## src/rtl/mem_arb_pkg.sv

```systemverilog
// Shared state encoding, error pattern and watchdog sizing for the memory port arbiter.
package mem_arb_pkg;

   typedef enum logic [1:0] {
      IDLE   = 2'd0,
      I_WAIT = 2'd1,
      D_WAIT = 2'd2
   } state_t;

   localparam logic [31:0] ERR_DATA_DEFAULT = 32'hDEADBEEF;

   // Counter wide enough to hold TIMEOUT, never narrower than 8 bits.
   function automatic int wdog_width(input int timeout);
      int w;
      w = $clog2(timeout + 1);
      return (w < 8) ? 8 : w;
   endfunction

endpackage

```

## src/rtl/mem_port_arbiter_if.sv

```systemverilog
// Requester and memory-side signals of the shared instruction/data memory port.
interface mem_port_arbiter_if #(
   parameter int ADDR_W = 30,
   parameter int DATA_W = 32
);
   logic              i_req;
   logic [ADDR_W-1:0] i_addr;
   logic              i_valid;
   logic [DATA_W-1:0] i_rdata;

   logic              d_req;
   logic              d_we;
   logic [ADDR_W-1:0] d_addr;
   logic [DATA_W-1:0] d_wdata;
   logic              d_done;
   logic [DATA_W-1:0] d_rdata;

   logic              mem_req;
   logic              mem_we;
   logic [ADDR_W-1:0] mem_addr;
   logic [DATA_W-1:0] mem_wdata;
   logic              mem_ready;
   logic [DATA_W-1:0] mem_rdata;

   logic              stall_fetch;
   logic              stall_mem;
   logic              err;

   // The arbiter masters the memory port and serves both requesters.
   modport master (
      input  i_req, i_addr, d_req, d_we, d_addr, d_wdata, mem_ready, mem_rdata,
      output i_valid, i_rdata, d_done, d_rdata, mem_req, mem_we, mem_addr, mem_wdata,
             stall_fetch, stall_mem, err
   );

   modport slave (
      output i_req, i_addr, d_req, d_we, d_addr, d_wdata, mem_ready, mem_rdata,
      input  i_valid, i_rdata, d_done, d_rdata, mem_req, mem_we, mem_addr, mem_wdata,
             stall_fetch, stall_mem, err
   );
endinterface

```

## src/rtl/mem_arb_watchdog.sv

```systemverilog
// Wait-cycle counter: cleared while idle, counts wait cycles without ready; timeout_o flags the
// last permitted wait cycle so the abort happens after exactly TIMEOUT cycles. TIMEOUT=0 disables.
module mem_arb_watchdog
   import mem_arb_pkg::*;
#(
   parameter int TIMEOUT = 255
) (
   input  logic clk,
   input  logic rst,
   input  logic clear_i,
   input  logic enable_i,
   output logic timeout_o
);
   localparam int CNT_W = wdog_width(TIMEOUT);

   logic [CNT_W-1:0] cnt_q;

   always_ff @(posedge clk or negedge rst) begin
      if (!rst) begin
         cnt_q <= '0;
      end else if (clear_i) begin
         cnt_q <= '0;
      end else if (enable_i) begin
         cnt_q <= cnt_q + 1'b1;
      end
   end

   assign timeout_o = (TIMEOUT != 0) && (cnt_q == CNT_W'(TIMEOUT - 1));

endmodule

```

## src/rtl/mem_port_arbiter.sv

```systemverilog
// Registered arbiter for the shared memory port; data beats fetch. Access = grant, wait>=1, pulse,
// with no grant during the pulse cycle. Requesters see stall until their pulse; watchdog aborts.
module mem_port_arbiter
   import mem_arb_pkg::*;
#(
   parameter int                ADDR_W   = 30,
   parameter int                DATA_W   = 32,
   parameter int                TIMEOUT  = 255,
   parameter logic [DATA_W-1:0] ERR_DATA = ERR_DATA_DEFAULT
) (
   input logic                clk,
   input logic                rst,
   mem_port_arbiter_if.master bus
);
   state_t            state_q, state_d;
   logic [ADDR_W-1:0] mem_addr_q, mem_addr_d;
   logic              mem_we_q, mem_we_d;
   logic [DATA_W-1:0] mem_wdata_q, mem_wdata_d;
   logic [DATA_W-1:0] i_rdata_q, i_rdata_d;
   logic [DATA_W-1:0] d_rdata_q, d_rdata_d;
   logic              i_valid_q, i_valid_d;
   logic              d_done_q, d_done_d;
   logic              err_q, err_d;
   logic              wd_timeout;

   mem_arb_watchdog #(
      .TIMEOUT (TIMEOUT)
   ) u_watchdog (
      .clk       (clk),
      .rst       (rst),
      .clear_i   (state_q == IDLE),
      .enable_i  ((state_q != IDLE) && !bus.mem_ready),
      .timeout_o (wd_timeout)
   );

   always_comb begin
      state_d     = state_q;
      mem_addr_d  = mem_addr_q;
      mem_we_d    = mem_we_q;
      mem_wdata_d = mem_wdata_q;
      i_rdata_d   = i_rdata_q;
      d_rdata_d   = d_rdata_q;
      err_d       = err_q;
      i_valid_d   = 1'b0;
      d_done_d    = 1'b0;

      case (state_q)
         IDLE: begin
            // The pulse cycle never grants: the finishing requester still holds req.
            if (!i_valid_q && !d_done_q) begin
               if (bus.d_req) begin
                  state_d     = D_WAIT;
                  mem_addr_d  = bus.d_addr;
                  mem_we_d    = bus.d_we;
                  mem_wdata_d = bus.d_wdata;
               end else if (bus.i_req) begin
                  state_d    = I_WAIT;
                  mem_addr_d = bus.i_addr;
                  mem_we_d   = 1'b0;
               end
            end
         end
         I_WAIT: begin
            if (bus.mem_ready || wd_timeout) begin
               state_d   = IDLE;
               i_valid_d = 1'b1;
               i_rdata_d = bus.mem_ready ? bus.mem_rdata : ERR_DATA;
               if (!bus.mem_ready) err_d = 1'b1;
            end
         end
         D_WAIT: begin
            if (bus.mem_ready || wd_timeout) begin
               state_d  = IDLE;
               d_done_d = 1'b1;
               if (!mem_we_q) d_rdata_d = bus.mem_ready ? bus.mem_rdata : ERR_DATA;
               if (!bus.mem_ready) err_d = 1'b1;
            end
         end
         default: state_d = IDLE;
      endcase
   end

   always_ff @(posedge clk or negedge rst) begin
      if (!rst) begin
         state_q     <= IDLE;
         mem_addr_q  <= '0;
         mem_we_q    <= 1'b0;
         mem_wdata_q <= '0;
         i_rdata_q   <= '0;
         d_rdata_q   <= '0;
         i_valid_q   <= 1'b0;
         d_done_q    <= 1'b0;
         err_q       <= 1'b0;
      end else begin
         state_q     <= state_d;
         mem_addr_q  <= mem_addr_d;
         mem_we_q    <= mem_we_d;
         mem_wdata_q <= mem_wdata_d;
         i_rdata_q   <= i_rdata_d;
         d_rdata_q   <= d_rdata_d;
         i_valid_q   <= i_valid_d;
         d_done_q    <= d_done_d;
         err_q       <= err_d;
      end
   end

   assign bus.mem_req     = (state_q != IDLE);
   assign bus.mem_we      = mem_we_q;
   assign bus.mem_addr    = mem_addr_q;
   assign bus.mem_wdata   = mem_wdata_q;
   assign bus.i_valid     = i_valid_q;
   assign bus.i_rdata     = i_rdata_q;
   assign bus.d_done      = d_done_q;
   assign bus.d_rdata     = d_rdata_q;
   assign bus.err         = err_q;
   assign bus.stall_fetch = bus.i_req && !i_valid_q;
   assign bus.stall_mem   = bus.d_req && !d_done_q;

endmodule
```

## src/flat_wrapper.sv

```systemverilog
// flat-port wrapper written by rule: the top's interface ports become plain ports
module mem_port_arbiter_flat import mem_arb_pkg::*;
#(
   parameter int                ADDR_W   = 30,
   parameter int                DATA_W   = 32,
   parameter int                TIMEOUT  = 255,
   parameter logic [DATA_W-1:0] ERR_DATA = ERR_DATA_DEFAULT
)
  (clk, rst, bus_i_req, bus_i_addr, bus_d_req, bus_d_we, bus_d_addr, bus_d_wdata, bus_mem_ready, bus_mem_rdata, bus_i_valid, bus_i_rdata, bus_d_done, bus_d_rdata, bus_mem_req, bus_mem_we, bus_mem_addr, bus_mem_wdata, bus_stall_fetch, bus_stall_mem, bus_err);
  mem_port_arbiter_if #(.ADDR_W(ADDR_W), .DATA_W(DATA_W)) bus_i ();
  input logic clk;
  input logic rst;
  input wire logic [$bits(bus_i.i_req)-1:0] bus_i_req;
  input wire logic [$bits(bus_i.i_addr)-1:0] bus_i_addr;
  input wire logic [$bits(bus_i.d_req)-1:0] bus_d_req;
  input wire logic [$bits(bus_i.d_we)-1:0] bus_d_we;
  input wire logic [$bits(bus_i.d_addr)-1:0] bus_d_addr;
  input wire logic [$bits(bus_i.d_wdata)-1:0] bus_d_wdata;
  input wire logic [$bits(bus_i.mem_ready)-1:0] bus_mem_ready;
  input wire logic [$bits(bus_i.mem_rdata)-1:0] bus_mem_rdata;
  output wire logic [$bits(bus_i.i_valid)-1:0] bus_i_valid;
  output wire logic [$bits(bus_i.i_rdata)-1:0] bus_i_rdata;
  output wire logic [$bits(bus_i.d_done)-1:0] bus_d_done;
  output wire logic [$bits(bus_i.d_rdata)-1:0] bus_d_rdata;
  output wire logic [$bits(bus_i.mem_req)-1:0] bus_mem_req;
  output wire logic [$bits(bus_i.mem_we)-1:0] bus_mem_we;
  output wire logic [$bits(bus_i.mem_addr)-1:0] bus_mem_addr;
  output wire logic [$bits(bus_i.mem_wdata)-1:0] bus_mem_wdata;
  output wire logic [$bits(bus_i.stall_fetch)-1:0] bus_stall_fetch;
  output wire logic [$bits(bus_i.stall_mem)-1:0] bus_stall_mem;
  output wire logic [$bits(bus_i.err)-1:0] bus_err;
  assign bus_i.i_req = bus_i_req;
  assign bus_i.i_addr = bus_i_addr;
  assign bus_i.d_req = bus_d_req;
  assign bus_i.d_we = bus_d_we;
  assign bus_i.d_addr = bus_d_addr;
  assign bus_i.d_wdata = bus_d_wdata;
  assign bus_i.mem_ready = bus_mem_ready;
  assign bus_i.mem_rdata = bus_mem_rdata;
  assign bus_i_valid = bus_i.i_valid;
  assign bus_i_rdata = bus_i.i_rdata;
  assign bus_d_done = bus_i.d_done;
  assign bus_d_rdata = bus_i.d_rdata;
  assign bus_mem_req = bus_i.mem_req;
  assign bus_mem_we = bus_i.mem_we;
  assign bus_mem_addr = bus_i.mem_addr;
  assign bus_mem_wdata = bus_i.mem_wdata;
  assign bus_stall_fetch = bus_i.stall_fetch;
  assign bus_stall_mem = bus_i.stall_mem;
  assign bus_err = bus_i.err;
  mem_port_arbiter #(.ADDR_W(ADDR_W), .DATA_W(DATA_W), .TIMEOUT(TIMEOUT), .ERR_DATA(ERR_DATA)) u_core (.clk(clk), .rst(rst), .bus(bus_i));
endmodule
```

## config.mk

```make
export PLATFORM = sky130hd
export DESIGN_NAME = mem_port_arbiter_flat
export DESIGN_NICKNAME = d
export VERILOG_FILES = /design/src/rtl/mem_arb_pkg.sv /design/src/rtl/mem_port_arbiter_if.sv /design/src/rtl/mem_arb_watchdog.sv /design/src/rtl/mem_port_arbiter.sv /design/src/flat_wrapper.sv
export SDC_FILE = /design/constraint.sdc
export NUM_CORES = 1
export LEC_CHECK = 0
export ABC_AREA = 1
export CAP_MARGIN = 30
export CORE_AREA = 4 4 146 148
export CTS_CLUSTER_SIZE = 8
export DETAILED_ROUTE_END_ITERATION = 12
export DIE_AREA = 0 0 150 152
export GPL_ROUTABILITY_DRIVEN = 0
export PLACE_DENSITY = 0.57
export SYNTH_ARGS = -nofsm -noshare
export SYNTH_HDL_FRONTEND = slang
export SYNTH_HIERARCHICAL = 1
export SYNTH_SLANG_ARGS = --single-unit
```

## constraint.sdc

```tcl
create_clock -name clk -period 2.1 [get_ports clk]
set_input_delay 0.42 -clock clk [delete_from_list [all_inputs] [get_ports clk]]
set_output_delay 0.42 -clock clk [all_outputs]
set_load 0.01 [all_outputs]
```

detail.png
Scale bar: 20 um. Window x 50 to 100, y 81 to 131 um. Cells in gray, sequential cells in the stronger gray; small squares are vias.
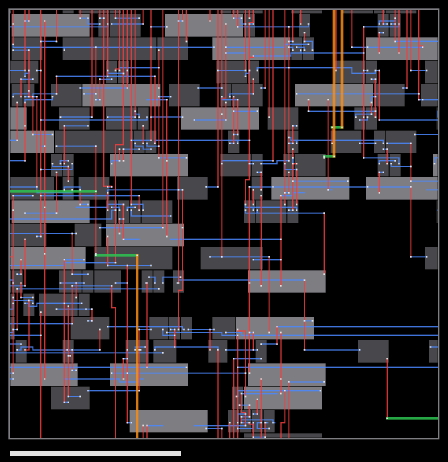
[green] metal 3
[orange] metal 4
[red] metal 2
[blue] metal 1
sequential cells in the window: 21
most frequent: nand2_1 (42), clkdlybuf4s50_1 (22), dfrtp_1 (21)
cells with their middle in the window: 115
netlist names of flops here include: u_core/bus.mem_wdata (13), u_core/u_watchdog/cnt_q (3), u_core/state_q (2)

clocks.png
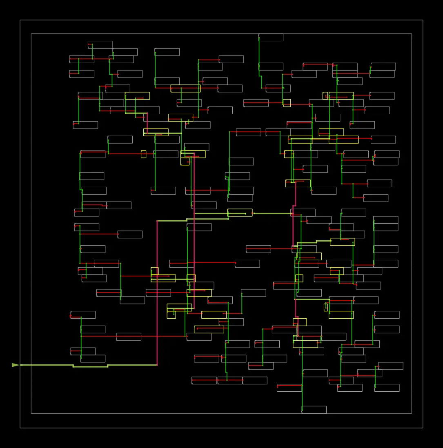
clock buffers: 20
Clock Skews: 0.00888 ns

io_placement.png
Scale bar: 50 um. Pins as bars across the die edge, other pins in gray.
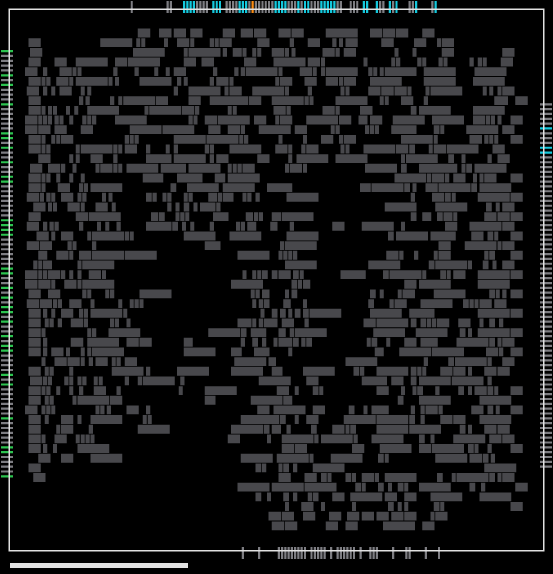
[green] bus_d_addr | pins: 30 | direction: input | edge: left
[cyan] bus_d_wdata | pins: 32 | direction: input | edge: 29 top, 3 right
[orange] bus_mem_req | pins: 1 | direction: output | edge: top
all pins by edge: 89 left, 76 right, 66 top, 32 bottom
DIE HEIGHT: 152 um
chip width: 150 um
IO Port Bufs: 262

flops_by_reg.png
Scale bar: 50 um. Other sequential cells in the stronger gray, the rest of the logic in the fainter gray.
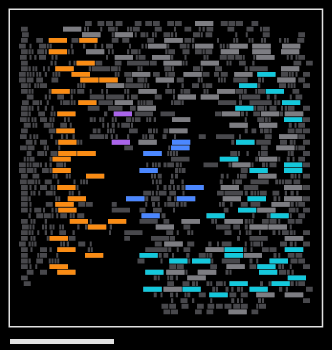
[cyan] u_core/bus.d_rdata | placed flops: 32
[purple] u_core/state_q | placed flops: 2
[orange] u_core/bus.mem_addr | placed flops: 30
[blue] u_core/u_watchdog/cnt_q | placed flops: 8 | where: middle

layer_met1.png
Scale bar: 50 um.
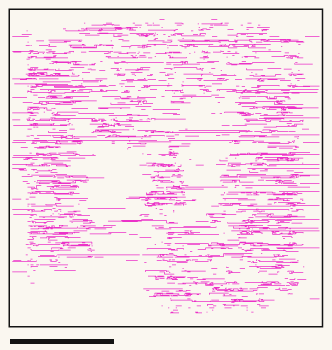
longest straight run: 52.4 um
share of all routed wire: 43%
M1 GR Usage: 20.3%
vias: 5,401

==> results.yml <==
# implementation run metrics
outcome:
  outcome: "finished, final reports clean"
global_routing:
  grt_first_pass_wirelength_um: 28600
  grt_use_total_pct: 15.9
  grt_max_degree: 56
  grt-ovfl-total: 0
  first_global_vias: 5255
  antenna_found_initial: 0
critical_path:
  cp.depth: 4
  crit_type: "in2out"
  crit_slowest_cell: "clkdlybuf4s50_1"
  crit_path_start_kind: "input port"
  ff2ff_path_depth: 10
  critPathMaxFanout: 2
  cp_top_family: "buffers and inverters"
  crit_arrival_ns: 1.57
  cp_cell_sequence: "clkdlybuf4s50_1 > inv_2 > nor2_1 > clkdlybuf4s50_1"
  cp_num_buf_inv: 3
  critPathMaxStageDelay_ns: 0.54
  required_ns: 1.68
  cp-end-kind: "output pin"
timing:
  setup_viol: 0
  holdWs_ns: 0.473
  min_period_ns: 1.99
  fin_setup_tns_ns: 0
  rsz0062_at_grt: "false"
  maxSlewHeadroom_pct: 61.9
  fmax_mhz: 502
  worst_pin_slew_ns: 0.571
  hold_violations: 0
  fin_crit_sh_pct: 94.9
  maxSlewViolCount: 0
drt:
  wirelength_um: 18300
  drtAntennaViolNets: 0
  wl_per_cell_um: 14.5
  drt_iter0_drc: 231
  drtPass1Iterations: 4
  drc_errors: 0
power:
  p_clk_share_pct: 22.7
  p_sw_uw: 4650
  internal-power_uw: 9000
  p_total_uw: 13700
  p_per_area_nw_per_um2: 1420
  p_leak_uw: 0.00457
  comb_power_share_pct: 43.5
cells_and_area:
  drive_above_1_share_pct: 7.19
  antennaDiodeCount: 0
  finalNonFillerCells: 1258
  syn_to_final_growth_pct: 62.2
  final_net_count: 1110
  final_area_sq_um: 9580
floorplanning:
  die-area_sq_um: 22800
  rows: 52
  io_pins: 263
  core_sq_um: 20000
  initCoreUtil_pct: 29.5
min_path:
  holdCritPathClass: "reg2reg"
  holdPathStages: 1
cts:
  cts_made_buffers: 17
  htree_levels: 4
  root_buffer: "clkbuf_16"
  cts.clk_slew.worst_paths_ns: 0.06
  cts.sinks: 140
  cts_tree: "yes"
  postCtsSetupRepairBufs: 0
  post_cts_resized: 1
  clock_latency_ns: 0.41
  clockBufferDepth: 2
logic_synthesis:
  syn_inst: 707
  synthesis.nets: 842
  yosys.area.top_type_share_pct: 59.3
  ys_warn_count: 6
  ys.flops: 140
  yosysUniqueCellTypes: 22
  synth.avg_cell_area_sq_um: 8.36
  yosysCellCount: 707
  topCellsByArea: "dfrtp_1 (59%), nand2_1 (24%), o21ai_0 (5.7%), nor2_1 (2.4%), buf_2 (2.1%)"
  yosys-stat-area_sq_um: 5910
  largest_area_cell: "dfrtp_1"
placement:
  placed_cells: 1225
  hpwl_um: 13600
  dpl_cell_area_sq_um: 8950
run:
  cap_violations: 0
  warning_count: 29
[metal layers]
layer	wire [um]	global-route usage, %
met1	7850	20.3
met4	292	5.23
met5	0	0
met3	1700	5.78
met2	8430	25.1
[layout make-up]
| type | instances | area [sq um] |
|---|---|---|
| Timing Repair Buffer | 283 | 2910 |
| Clock buffer | 20 | 457 |
| Fill cell | 2014 | 10500 |
| Multi-Input combinational cell | 512 | 2140 |
| Inverter | 21 | 80.1 |
| Clock inverter | 12 | 158 |
| Tap cell | 270 | 338 |
| Sequential cell | 140 | 3500 |
[registers in the layout, indices dropped and copies added, names as in the netlist]
signal / count
u_core/bus.i_valid: 1
u_core/state_q: 2
u_core/u_watchdog/cnt_q: 8
u_core/bus.mem_addr: 30
u_core/bus.mem_wdata: 32
u_core/bus.d_done: 1
u_core/bus.d_rdata: 32
u_core/bus.i_rdata: 32
u_core/bus.err: 1
u_core/bus.mem_we: 1
[cells in the final DEF, fill, tap and decap left out, types with 3 or more instances in the layout]
| cell type | instances |
|---|---|
| o21ai_0 | 67 |
| inv_6 | 4 |
| buf_12 | 10 |
| a21oi_1 | 6 |
| inv_2 | 4 |
| nand2_2 | 3 |
| clkinvlp_4 | 3 |
| clkinv_2 | 3 |
| buf_4 | 10 |
| clkdlybuf4s50_1 | 260 |
| nand2_1 | 374 |
| nand3_1 | 8 |
| inv_1 | 16 |
| ha_1 | 5 |
| nor2_1 | 37 |
| bufinv_16 | 3 |
| nor2_2 | 4 |
| clkbuf_16 | 17 |
| dfrtp_1 | 140 |
| nor2_4 | 3 |
[stage by stage]
step                setup slack (ns)  util, %
global route                  0.0344     47.8
finish                         0.106     47.8
floorplan                      0.422        -
detailed placement            0.0820     44.7
CTS                           0.0682     47.8
global placement               0.106     44.7
[final timing paths]
path	from	end	slack [ns]
setup / recovery	bus_d_req	bus_stall_mem	0.11
hold / removal	u_core/bus.err$_DFFE_PN0P_	u_core/bus.err$_DFFE_PN0P_	0.47
setup reg to reg	u_core/u_watchdog/cnt_q[0]$_DFFE_PN0P_	u_core/bus.d_rdata[17]$_DFFE_PN0P_	0.20
hold reg to reg	u_core/bus.err$_DFFE_PN0P_	u_core/bus.err$_DFFE_PN0P_	0.47
max in group asynchronous	rst	u_core/bus.d_rdata[29]$_DFFE_PN0P_	0.96
min in group asynchronous	rst	u_core/bus.mem_wdata[18]$_DFFE_PN0P_	0.55
[synthesized netlist by cell type]
library cell	number
inv_2	4
a21oi_1	6
nand3_2	1
a31o_2	1
nor3_4	1
o21ai_0	67
nor2_4	3
ha_1	5
clkbuf_1	4
dfrtp_1	140
nor2_2	3
clkinv_2	1
buf_4	1
buf_2	25
nand2_2	3
nand3_1	8
buf_6	4
nor3_1	1
nor2_1	38
nand2_1	374
inv_1	16
nand4_1	1
[kinds of logic after synthesis]
logic type	Yosys count	share of synthesized area, %
compound gates	74	6.33
fa+ha+maj	5	1.06
buf+inv	55	4.62
flops	140	59.3
simple gates	433	28.7
[power by group through the flow]
stage / sequential (uW) / clock, uW / combinational, uW
floorplan: 5160 / 0 / 1900
CTS: 4640 / 3200 / 6050
global route: 4780 / 3340 / 6490
global placement: 4640 / 0 / 5980
detailed placement: 4650 / 0 / 6060
finish: 4620 / 3100 / 5940
Power and IR drop assume default switching activity.
